--- src/rtl/ex_stage_mdu_if.sv ---
// Bus bundle of ex_stage_mdu: ID/EX inputs, EX/MEM output register, forwarding bus.
// master = surrounding pipeline, slave = execute stage.
interface ex_stage_mdu_if #(
    parameter int XLEN     = 32,
    parameter int RADDR_W  = 5,
    parameter int ALUSEL_W = 5
);
    logic                in_valid;
    logic                in_ready;
    logic [1:0]          aluin1_sel;
    logic                aluin2_sel;
    logic [XLEN-1:0]     rd1;
    logic [XLEN-1:0]     rd2;
    logic [XLEN-1:0]     imm_ext;
    logic [XLEN-1:0]     sa_ext;
    logic [ALUSEL_W-1:0] alusel;
    logic [2:0]          mdu_op;
    logic [RADDR_W-1:0]  wa;
    logic                regwe;
    logic                memwe;
    logic [2:0]          cregwd;
    logic [1:0]          memlen;
    logic                flush;
    logic                out_ready;

    logic                out_valid;
    logic [RADDR_W-1:0]  out_wa;
    logic                out_regwe;
    logic [2:0]          out_cregwd;
    logic [1:0]          out_memlen;
    logic                out_memwe;
    logic [XLEN-1:0]     out_rd2;
    logic [XLEN-1:0]     out_result;
    logic                fwd_we;
    logic [RADDR_W-1:0]  fwd_wa;
    logic [XLEN-1:0]     fwd_wd;
    logic                mdu_busy;

    modport master (
        output in_valid, aluin1_sel, aluin2_sel, rd1, rd2, imm_ext, sa_ext, alusel,
               mdu_op, wa, regwe, memwe, cregwd, memlen, flush, out_ready,
        input  in_ready, out_valid, out_wa, out_regwe, out_cregwd, out_memlen,
               out_memwe, out_rd2, out_result, fwd_we, fwd_wa, fwd_wd, mdu_busy
    );

    modport slave (
        input  in_valid, aluin1_sel, aluin2_sel, rd1, rd2, imm_ext, sa_ext, alusel,
               mdu_op, wa, regwe, memwe, cregwd, memlen, flush, out_ready,
        output in_ready, out_valid, out_wa, out_regwe, out_cregwd, out_memlen,
               out_memwe, out_rd2, out_result, fwd_we, fwd_wa, fwd_wd, mdu_busy
    );
endinterface

--- src/rtl/ex_stage_mdu.sv ---
// Execute stage: operand select, single-cycle ALU, iterative MULT/DIV with HI/LO, EX/MEM register.
// Define EX_MDU_DIV_EN to build the divider; otherwise DIV/DIVU retire as 1-cycle no-ops.
module ex_stage_mdu #(
    parameter int         XLEN       = 32,
    parameter int         RADDR_W    = 5,
    parameter int         ALUSEL_W   = 5,
    parameter logic [2:0] CREGWD_ALU = 3'd0
) (
    input  logic          clk,
    input  logic          rst,
    ex_stage_mdu_if.slave bus
);
    localparam int CNT_W = $clog2(XLEN + 1);
    localparam int SH_W  = $clog2(XLEN);

    localparam logic [2:0] MDU_MULT  = 3'd1;
    localparam logic [2:0] MDU_MULTU = 3'd2;
    localparam logic [2:0] MDU_DIV   = 3'd3;
    localparam logic [2:0] MDU_DIVU  = 3'd4;
    localparam logic [2:0] MDU_MFHI  = 3'd5;
    localparam logic [2:0] MDU_MFLO  = 3'd6;

    localparam logic [ALUSEL_W-1:0] ALU_ADD  = ALUSEL_W'(0);
    localparam logic [ALUSEL_W-1:0] ALU_SUB  = ALUSEL_W'(1);
    localparam logic [ALUSEL_W-1:0] ALU_AND  = ALUSEL_W'(2);
    localparam logic [ALUSEL_W-1:0] ALU_OR   = ALUSEL_W'(3);
    localparam logic [ALUSEL_W-1:0] ALU_XOR  = ALUSEL_W'(4);
    localparam logic [ALUSEL_W-1:0] ALU_NOR  = ALUSEL_W'(5);
    localparam logic [ALUSEL_W-1:0] ALU_SLT  = ALUSEL_W'(6);
    localparam logic [ALUSEL_W-1:0] ALU_SLTU = ALUSEL_W'(7);
    localparam logic [ALUSEL_W-1:0] ALU_SLL  = ALUSEL_W'(8);
    localparam logic [ALUSEL_W-1:0] ALU_SRL  = ALUSEL_W'(9);
    localparam logic [ALUSEL_W-1:0] ALU_SRA  = ALUSEL_W'(10);

    typedef enum logic [1:0] {
        S_IDLE = 2'd0,
        S_BUSY = 2'd1,
        S_DONE = 2'd2
    } state_t;

    typedef struct packed {
        logic [RADDR_W-1:0] wa;
        logic               regwe;
        logic [2:0]         cregwd;
        logic [1:0]         memlen;
        logic               memwe;
        logic [XLEN-1:0]    rd2;
        logic [XLEN-1:0]    result;
    } exmem_t;

    state_t            state, state_nxt;
    logic              out_vld;
    exmem_t            out_q, ctx, new_entry, done_entry;
    logic [XLEN-1:0]   hi, lo;
    logic [CNT_W-1:0]  cnt;
    logic [XLEN-1:0]   p_hi, p_lo, mcand;
    logic              neg_prod;
    logic [XLEN:0]     mul_sum;
    logic [2*XLEN-1:0] prod_fix;
    logic [XLEN-1:0]   fin_hi, fin_lo;

    logic [XLEN-1:0]   op1, op2, mag1, mag2, alu_res, single_res;
    logic [SH_W-1:0]   shamt;
    logic              is_mul, is_div, is_signed, starts_iter, div_as_nop;
    logic              ready, accept, start, slot_free, retire;

`ifdef EX_MDU_DIV_EN
    logic              op_div, neg_r, div_zero, div_ge;
    logic [XLEN-1:0]   dividend;
    logic [XLEN:0]     div_shift;
`endif

    // Operand selection and ALU. Shifts move op2 by op1, so LUI is SLL with op1 = 16.
    always_comb begin
        // NOTE: every always_comb output gets a default first so no path can infer a latch.
        op1 = '0;
        case (bus.aluin1_sel)
            2'd0:    op1 = bus.rd1;
            2'd1:    op1 = bus.sa_ext;
            2'd2:    op1 = XLEN'(16);
            default: op1 = '0;
        endcase
        op2   = bus.aluin2_sel ? bus.imm_ext : bus.rd2;
        shamt = op1[SH_W-1:0];

        alu_res = '0;
        case (bus.alusel)
            ALU_ADD:  alu_res = op1 + op2;
            ALU_SUB:  alu_res = op1 - op2;
            ALU_AND:  alu_res = op1 & op2;
            ALU_OR:   alu_res = op1 | op2;
            ALU_XOR:  alu_res = op1 ^ op2;
            ALU_NOR:  alu_res = ~(op1 | op2);
            ALU_SLT:  alu_res = XLEN'($signed(op1) < $signed(op2));
            ALU_SLTU: alu_res = XLEN'(op1 < op2);
            ALU_SLL:  alu_res = op2 << shamt;
            ALU_SRL:  alu_res = op2 >> shamt;
            ALU_SRA:  alu_res = XLEN'($signed(op2) >>> shamt);
            default:  alu_res = '0;
        endcase
    end

    assign is_mul    = (bus.mdu_op == MDU_MULT) || (bus.mdu_op == MDU_MULTU);
    assign is_div    = (bus.mdu_op == MDU_DIV)  || (bus.mdu_op == MDU_DIVU);
    assign is_signed = (bus.mdu_op == MDU_MULT) || (bus.mdu_op == MDU_DIV);
    assign mag1      = (is_signed && op1[XLEN-1]) ? -op1 : op1;
    assign mag2      = (is_signed && op2[XLEN-1]) ? -op2 : op2;

`ifdef EX_MDU_DIV_EN
    assign starts_iter = is_mul || is_div;
    assign div_as_nop  = 1'b0;
`else
    assign starts_iter = is_mul;
    assign div_as_nop  = is_div;
`endif

    assign slot_free = !out_vld || bus.out_ready;
    assign ready     = !rst && (state == S_IDLE) && slot_free && !bus.flush;
    assign accept    = bus.in_valid && ready;
    assign start     = accept && starts_iter;
    assign retire    = (state == S_DONE) && slot_free && !bus.flush;

    always_ff @(posedge clk or posedge rst) begin
        // NOTE: sequential state uses <= so every flop samples its pre-edge inputs.
        if (rst) state <= S_IDLE;
        else     state <= state_nxt;
    end

    always_comb begin
        state_nxt = state;
        if (bus.flush) begin
            state_nxt = S_IDLE;
        end else begin
            case (state)
                S_IDLE:  if (start)                 state_nxt = S_BUSY;
                S_BUSY:  if (cnt == CNT_W'(1))      state_nxt = S_DONE;
                S_DONE:  if (slot_free)             state_nxt = S_IDLE;
                default:                            state_nxt = S_IDLE;
            endcase
        end
    end

    // One iteration per BUSY cycle on magnitudes: product/remainder in p_hi, multiplier/quotient in p_lo.
    always_comb begin
        mul_sum  = {1'b0, p_hi} + (p_lo[0] ? {1'b0, mcand} : '0);
        prod_fix = neg_prod ? -{p_hi, p_lo} : {p_hi, p_lo};
        fin_hi   = prod_fix[2*XLEN-1:XLEN];
        fin_lo   = prod_fix[XLEN-1:0];
`ifdef EX_MDU_DIV_EN
        div_shift = {p_hi, p_lo[XLEN-1]};
        div_ge    = div_shift >= {1'b0, mcand};
        if (op_div) begin
            if (div_zero) begin
                fin_hi = dividend;
                fin_lo = '1;
            end else begin
                fin_hi = neg_r    ? -p_hi : p_hi;
                fin_lo = neg_prod ? -p_lo : p_lo;
            end
        end
`endif
    end

    always_ff @(posedge clk or posedge rst) begin
        if (rst) begin
            cnt      <= '0;
            p_hi     <= '0;
            p_lo     <= '0;
            mcand    <= '0;
            neg_prod <= 1'b0;
            ctx      <= '0;
            hi       <= '0;
            lo       <= '0;
`ifdef EX_MDU_DIV_EN
            op_div   <= 1'b0;
            neg_r    <= 1'b0;
            div_zero <= 1'b0;
            dividend <= '0;
`endif
        end else begin
            if (start) begin
                cnt      <= CNT_W'(XLEN);
                p_hi     <= '0;
                p_lo     <= is_div ? mag1 : mag2;
                mcand    <= is_div ? mag2 : mag1;
                neg_prod <= is_signed && (op1[XLEN-1] ^ op2[XLEN-1]);
                ctx      <= '{wa: bus.wa, regwe: 1'b0, cregwd: bus.cregwd, memlen: bus.memlen,
                              memwe: bus.memwe, rd2: bus.rd2, result: '0};
`ifdef EX_MDU_DIV_EN
                op_div   <= is_div;
                neg_r    <= is_signed && op1[XLEN-1];
                div_zero <= (op2 == '0);
                dividend <= op1;
`endif
            end else if (state == S_BUSY && !bus.flush) begin
                cnt <= cnt - CNT_W'(1);
`ifdef EX_MDU_DIV_EN
                if (op_div) begin
                    p_hi <= div_ge ? XLEN'(div_shift - {1'b0, mcand}) : div_shift[XLEN-1:0];
                    p_lo <= {p_lo[XLEN-2:0], div_ge};
                end else
`endif
                begin
                    p_hi <= mul_sum[XLEN:1];
                    p_lo <= {mul_sum[0], p_lo[XLEN-1:1]};
                end
            end
            if (retire) begin
                hi <= fin_hi;
                lo <= fin_lo;
            end
        end
    end

    always_comb begin
        case (bus.mdu_op)
            MDU_MFHI: single_res = hi;
            MDU_MFLO: single_res = lo;
            default:  single_res = div_as_nop ? '0 : alu_res;
        endcase
        new_entry = '{wa: bus.wa, regwe: bus.regwe && !div_as_nop, cregwd: bus.cregwd,
                      memlen: bus.memlen, memwe: bus.memwe, rd2: bus.rd2, result: single_res};
        done_entry        = ctx;
        done_entry.result = fin_lo;
    end

    // EX/MEM register: flush beats stall; a stalled entry is held untouched.
    always_ff @(posedge clk or posedge rst) begin
        if (rst) begin
            out_vld <= 1'b0;
            out_q   <= '0;
        end else if (bus.flush) begin
            out_vld <= 1'b0;
        end else if (slot_free) begin
            if (state == S_DONE) begin
                out_vld <= 1'b1;
                out_q   <= done_entry;
            end else if (accept && !starts_iter) begin
                out_vld <= 1'b1;
                out_q   <= new_entry;
            end else begin
                out_vld <= 1'b0;
            end
        end
    end

    assign bus.in_ready   = ready;
    assign bus.out_valid  = out_vld;
    assign bus.out_wa     = out_q.wa;
    assign bus.out_regwe  = out_q.regwe;
    assign bus.out_cregwd = out_q.cregwd;
    assign bus.out_memlen = out_q.memlen;
    assign bus.out_memwe  = out_q.memwe;
    assign bus.out_rd2    = out_q.rd2;
    assign bus.out_result = out_q.result;
    assign bus.fwd_we     = out_vld && out_q.regwe;
    assign bus.fwd_wa     = out_q.wa;
    assign bus.fwd_wd     = (out_q.cregwd == CREGWD_ALU) ? out_q.result : '0;
    assign bus.mdu_busy   = (state != S_IDLE);
endmodule

--- src/flat_wrapper.sv ---
// flat-port wrapper written by rule: the top's interface ports become plain ports
module ex_stage_mdu_flat 
#(
    parameter int         XLEN       = 32,
    parameter int         RADDR_W    = 5,
    parameter int         ALUSEL_W   = 5,
    parameter logic [2:0] CREGWD_ALU = 3'd0
)
  (clk, rst, bus_in_valid, bus_aluin1_sel, bus_aluin2_sel, bus_rd1, bus_rd2, bus_imm_ext, bus_sa_ext, bus_alusel, bus_mdu_op, bus_wa, bus_regwe, bus_memwe, bus_cregwd, bus_memlen, bus_flush, bus_out_ready, bus_in_ready, bus_out_valid, bus_out_wa, bus_out_regwe, bus_out_cregwd, bus_out_memlen, bus_out_memwe, bus_out_rd2, bus_out_result, bus_fwd_we, bus_fwd_wa, bus_fwd_wd, bus_mdu_busy);
  ex_stage_mdu_if #(.XLEN(XLEN), .RADDR_W(RADDR_W), .ALUSEL_W(ALUSEL_W)) bus_i ();
  input  logic clk;
  input  logic rst;
  input wire logic [$bits(bus_i.in_valid)-1:0] bus_in_valid;
  input wire logic [$bits(bus_i.aluin1_sel)-1:0] bus_aluin1_sel;
  input wire logic [$bits(bus_i.aluin2_sel)-1:0] bus_aluin2_sel;
  input wire logic [$bits(bus_i.rd1)-1:0] bus_rd1;
  input wire logic [$bits(bus_i.rd2)-1:0] bus_rd2;
  input wire logic [$bits(bus_i.imm_ext)-1:0] bus_imm_ext;
  input wire logic [$bits(bus_i.sa_ext)-1:0] bus_sa_ext;
  input wire logic [$bits(bus_i.alusel)-1:0] bus_alusel;
  input wire logic [$bits(bus_i.mdu_op)-1:0] bus_mdu_op;
  input wire logic [$bits(bus_i.wa)-1:0] bus_wa;
  input wire logic [$bits(bus_i.regwe)-1:0] bus_regwe;
  input wire logic [$bits(bus_i.memwe)-1:0] bus_memwe;
  input wire logic [$bits(bus_i.cregwd)-1:0] bus_cregwd;
  input wire logic [$bits(bus_i.memlen)-1:0] bus_memlen;
  input wire logic [$bits(bus_i.flush)-1:0] bus_flush;
  input wire logic [$bits(bus_i.out_ready)-1:0] bus_out_ready;
  output wire logic [$bits(bus_i.in_ready)-1:0] bus_in_ready;
  output wire logic [$bits(bus_i.out_valid)-1:0] bus_out_valid;
  output wire logic [$bits(bus_i.out_wa)-1:0] bus_out_wa;
  output wire logic [$bits(bus_i.out_regwe)-1:0] bus_out_regwe;
  output wire logic [$bits(bus_i.out_cregwd)-1:0] bus_out_cregwd;
  output wire logic [$bits(bus_i.out_memlen)-1:0] bus_out_memlen;
  output wire logic [$bits(bus_i.out_memwe)-1:0] bus_out_memwe;
  output wire logic [$bits(bus_i.out_rd2)-1:0] bus_out_rd2;
  output wire logic [$bits(bus_i.out_result)-1:0] bus_out_result;
  output wire logic [$bits(bus_i.fwd_we)-1:0] bus_fwd_we;
  output wire logic [$bits(bus_i.fwd_wa)-1:0] bus_fwd_wa;
  output wire logic [$bits(bus_i.fwd_wd)-1:0] bus_fwd_wd;
  output wire logic [$bits(bus_i.mdu_busy)-1:0] bus_mdu_busy;
  assign bus_i.in_valid = bus_in_valid;
  assign bus_i.aluin1_sel = bus_aluin1_sel;
  assign bus_i.aluin2_sel = bus_aluin2_sel;
  assign bus_i.rd1 = bus_rd1;
  assign bus_i.rd2 = bus_rd2;
  assign bus_i.imm_ext = bus_imm_ext;
  assign bus_i.sa_ext = bus_sa_ext;
  assign bus_i.alusel = bus_alusel;
  assign bus_i.mdu_op = bus_mdu_op;
  assign bus_i.wa = bus_wa;
  assign bus_i.regwe = bus_regwe;
  assign bus_i.memwe = bus_memwe;
  assign bus_i.cregwd = bus_cregwd;
  assign bus_i.memlen = bus_memlen;
  assign bus_i.flush = bus_flush;
  assign bus_i.out_ready = bus_out_ready;
  assign bus_in_ready = bus_i.in_ready;
  assign bus_out_valid = bus_i.out_valid;
  assign bus_out_wa = bus_i.out_wa;
  assign bus_out_regwe = bus_i.out_regwe;
  assign bus_out_cregwd = bus_i.out_cregwd;
  assign bus_out_memlen = bus_i.out_memlen;
  assign bus_out_memwe = bus_i.out_memwe;
  assign bus_out_rd2 = bus_i.out_rd2;
  assign bus_out_result = bus_i.out_result;
  assign bus_fwd_we = bus_i.fwd_we;
  assign bus_fwd_wa = bus_i.fwd_wa;
  assign bus_fwd_wd = bus_i.fwd_wd;
  assign bus_mdu_busy = bus_i.mdu_busy;
  ex_stage_mdu #(.XLEN(XLEN), .RADDR_W(RADDR_W), .ALUSEL_W(ALUSEL_W), .CREGWD_ALU(CREGWD_ALU)) u_core (.clk(clk), .rst(rst), .bus(bus_i));
endmodule
--- config.mk ---
export PLATFORM = sky130hd
export DESIGN_NAME = ex_stage_mdu_flat
export DESIGN_NICKNAME = d
export VERILOG_FILES = /design/src/rtl/ex_stage_mdu_if.sv /design/src/rtl/ex_stage_mdu.sv /design/src/flat_wrapper.sv
export SDC_FILE = /design/constraint.sdc
export NUM_CORES = 2
export LEC_CHECK = 0
export ABC_CLOCK_PERIOD_IN_PS = 11600
export CAP_MARGIN = 20
export CORE_AREA = 2 2 214 216
export DETAILED_ROUTE_END_ITERATION = 10
export DIE_AREA = 0 0 216 218
export PLACE_DENSITY = 0.82
export RECOVER_POWER = 25
export SETUP_SLACK_MARGIN = 0.05
export SYNTH_ARGS = -nofsm -noshare
export SYNTH_HDL_FRONTEND = slang
export SYNTH_SLANG_ARGS = --single-unit
--- constraint.sdc ---
create_clock -name clk -period 11.6 [get_ports clk]
set_clock_uncertainty 0.1 [all_clocks]
set_input_delay 1.16 -clock clk [delete_from_list [all_inputs] [get_ports clk]]
set_output_delay 1.16 -clock clk [all_outputs]
set_load 0.05 [all_outputs]
power_grid.png
Pins as bars on the die edge.
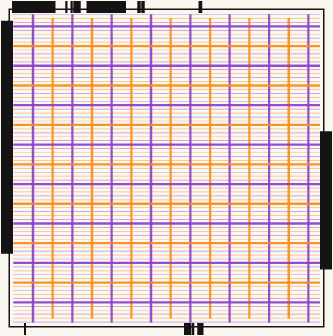
Key: orange = VDD; purple = VSS
273 signal pins sit on the boundary. 15 straps on met5. 15 straps on met4.

==> out/metrics.cfg <==
[synthesis]
ys_ff=289
flop_cell=dfrtp_1
compound_area_frac=0.2587
syn_area_mm2=0.02619
area_leaders=dfrtp_1 (28%), nand2_1 (8.7%), o21ai_0 (6.3%)
synth_cell_types=97
simple_gate_share=0.2145
netlist_top_cells_count=nand2_1 (608), o21ai_0 (328), dfrtp_1 (289)
synthArstFlopShare=1.000
netlist_logic_family_top=AND-OR/OR-AND gates

[final_layout]
inverters=126
final_cells=4180
clkbuf_count=49
largest_class=combinational gates
buffers=336
drive_above_1_share=0.06620
clk_share=0.03580
area_growth_pct=15.85

[cts]
cts_buffers=34
htree_num_levels=2
cts_resized=0
root_buffer=clkbuf_16
cts_tree=done

[drt]
dr_wl_met3_mm=20.24
drc_errors=0
wl_met2_mm=50.92
met1Wirelength_mm=43.88

[die]
dieArea_mm2=0.04709

[critical_path]
criticalPathCategory=in -> reg
slowest_stage=buf_2
critPathMaxStageDelay_ns=0.82
start_kind=input port
cp_num_cells=16
cp.required_ns=11.90
endpoint=u_core.bus.out_result[23]
arrival_ns=6.61
rrSetupSlack_ns=6.57
critPathBufInv=4

[job]
max_cap_viol_count=2

[place]
placed_cells=4122
gp_congestion=1.162
placed_cell_area_mm2=0.02921
port_buffers=272

[timing]
rsz0062_at_grt=no
finalCriticalPeriod_ns=6.308
final-max-slew-violation-count=159
period_used_share=0.5438
setup_violations=0
hold_viol=0

[status]
violations=capacitance limit, slew limit
outcome=finished with violations

[grt]
gr-usage-all-layers=0.5147
grt_overflow_total=0
grt_max_degree=127
grt_pass1_vias=28153

[pwr]
p_per_area_mw_per_mm2=148.9
power.total_uw=4519
vdd_drop_max_v=0.0001192

placement_by_type.png
The bar under the picture is 50 um long.
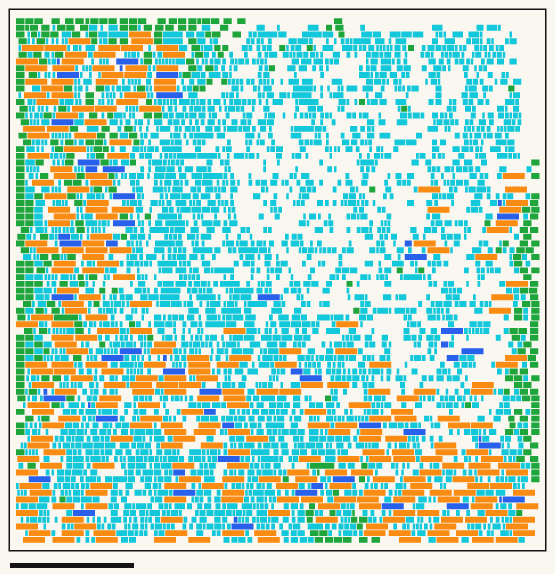
Key: blue = clock drivers and dummy loads [cells 56]; orange = sequential cells [cells 289]; cyan = combinational and other logic [cells 2,899]; green = remaining buffers and delay cells [cells 336]
final core occ: 0.6758
design area: 0.03034 mm^2
sequential cell area share: 0.2384

flip-flops by register name, summed over array words and instances, names as in the netlist:
signal                 cells
u_core.bus.fwd_wa          5
u_core.bus.out_cregwd      3
u_core.bus.out_memlen      2
u_core.bus.out_memwe       1
u_core.bus.out_rd2        32
u_core.bus.out_regwe       1
u_core.bus.out_result     32
u_core.bus.out_valid       1
u_core.cnt                 6
u_core.ctx                43
u_core.hi                 32
u_core.lo                 32
u_core.mcand              32
u_core.neg_prod            1
u_core.p_hi               32
u_core.p_lo               32
u_core.state               2
report_power, final:
part / internal [uW] / leakage (uW) / switching [uW]
Sequential: 1220 / 0.00358 / 281
Combinational: 631 / 0.00878 / 1300
Clock: 630 / 0.000540 / 451
No activity file was given, so power comes from the tool's default toggle rates.
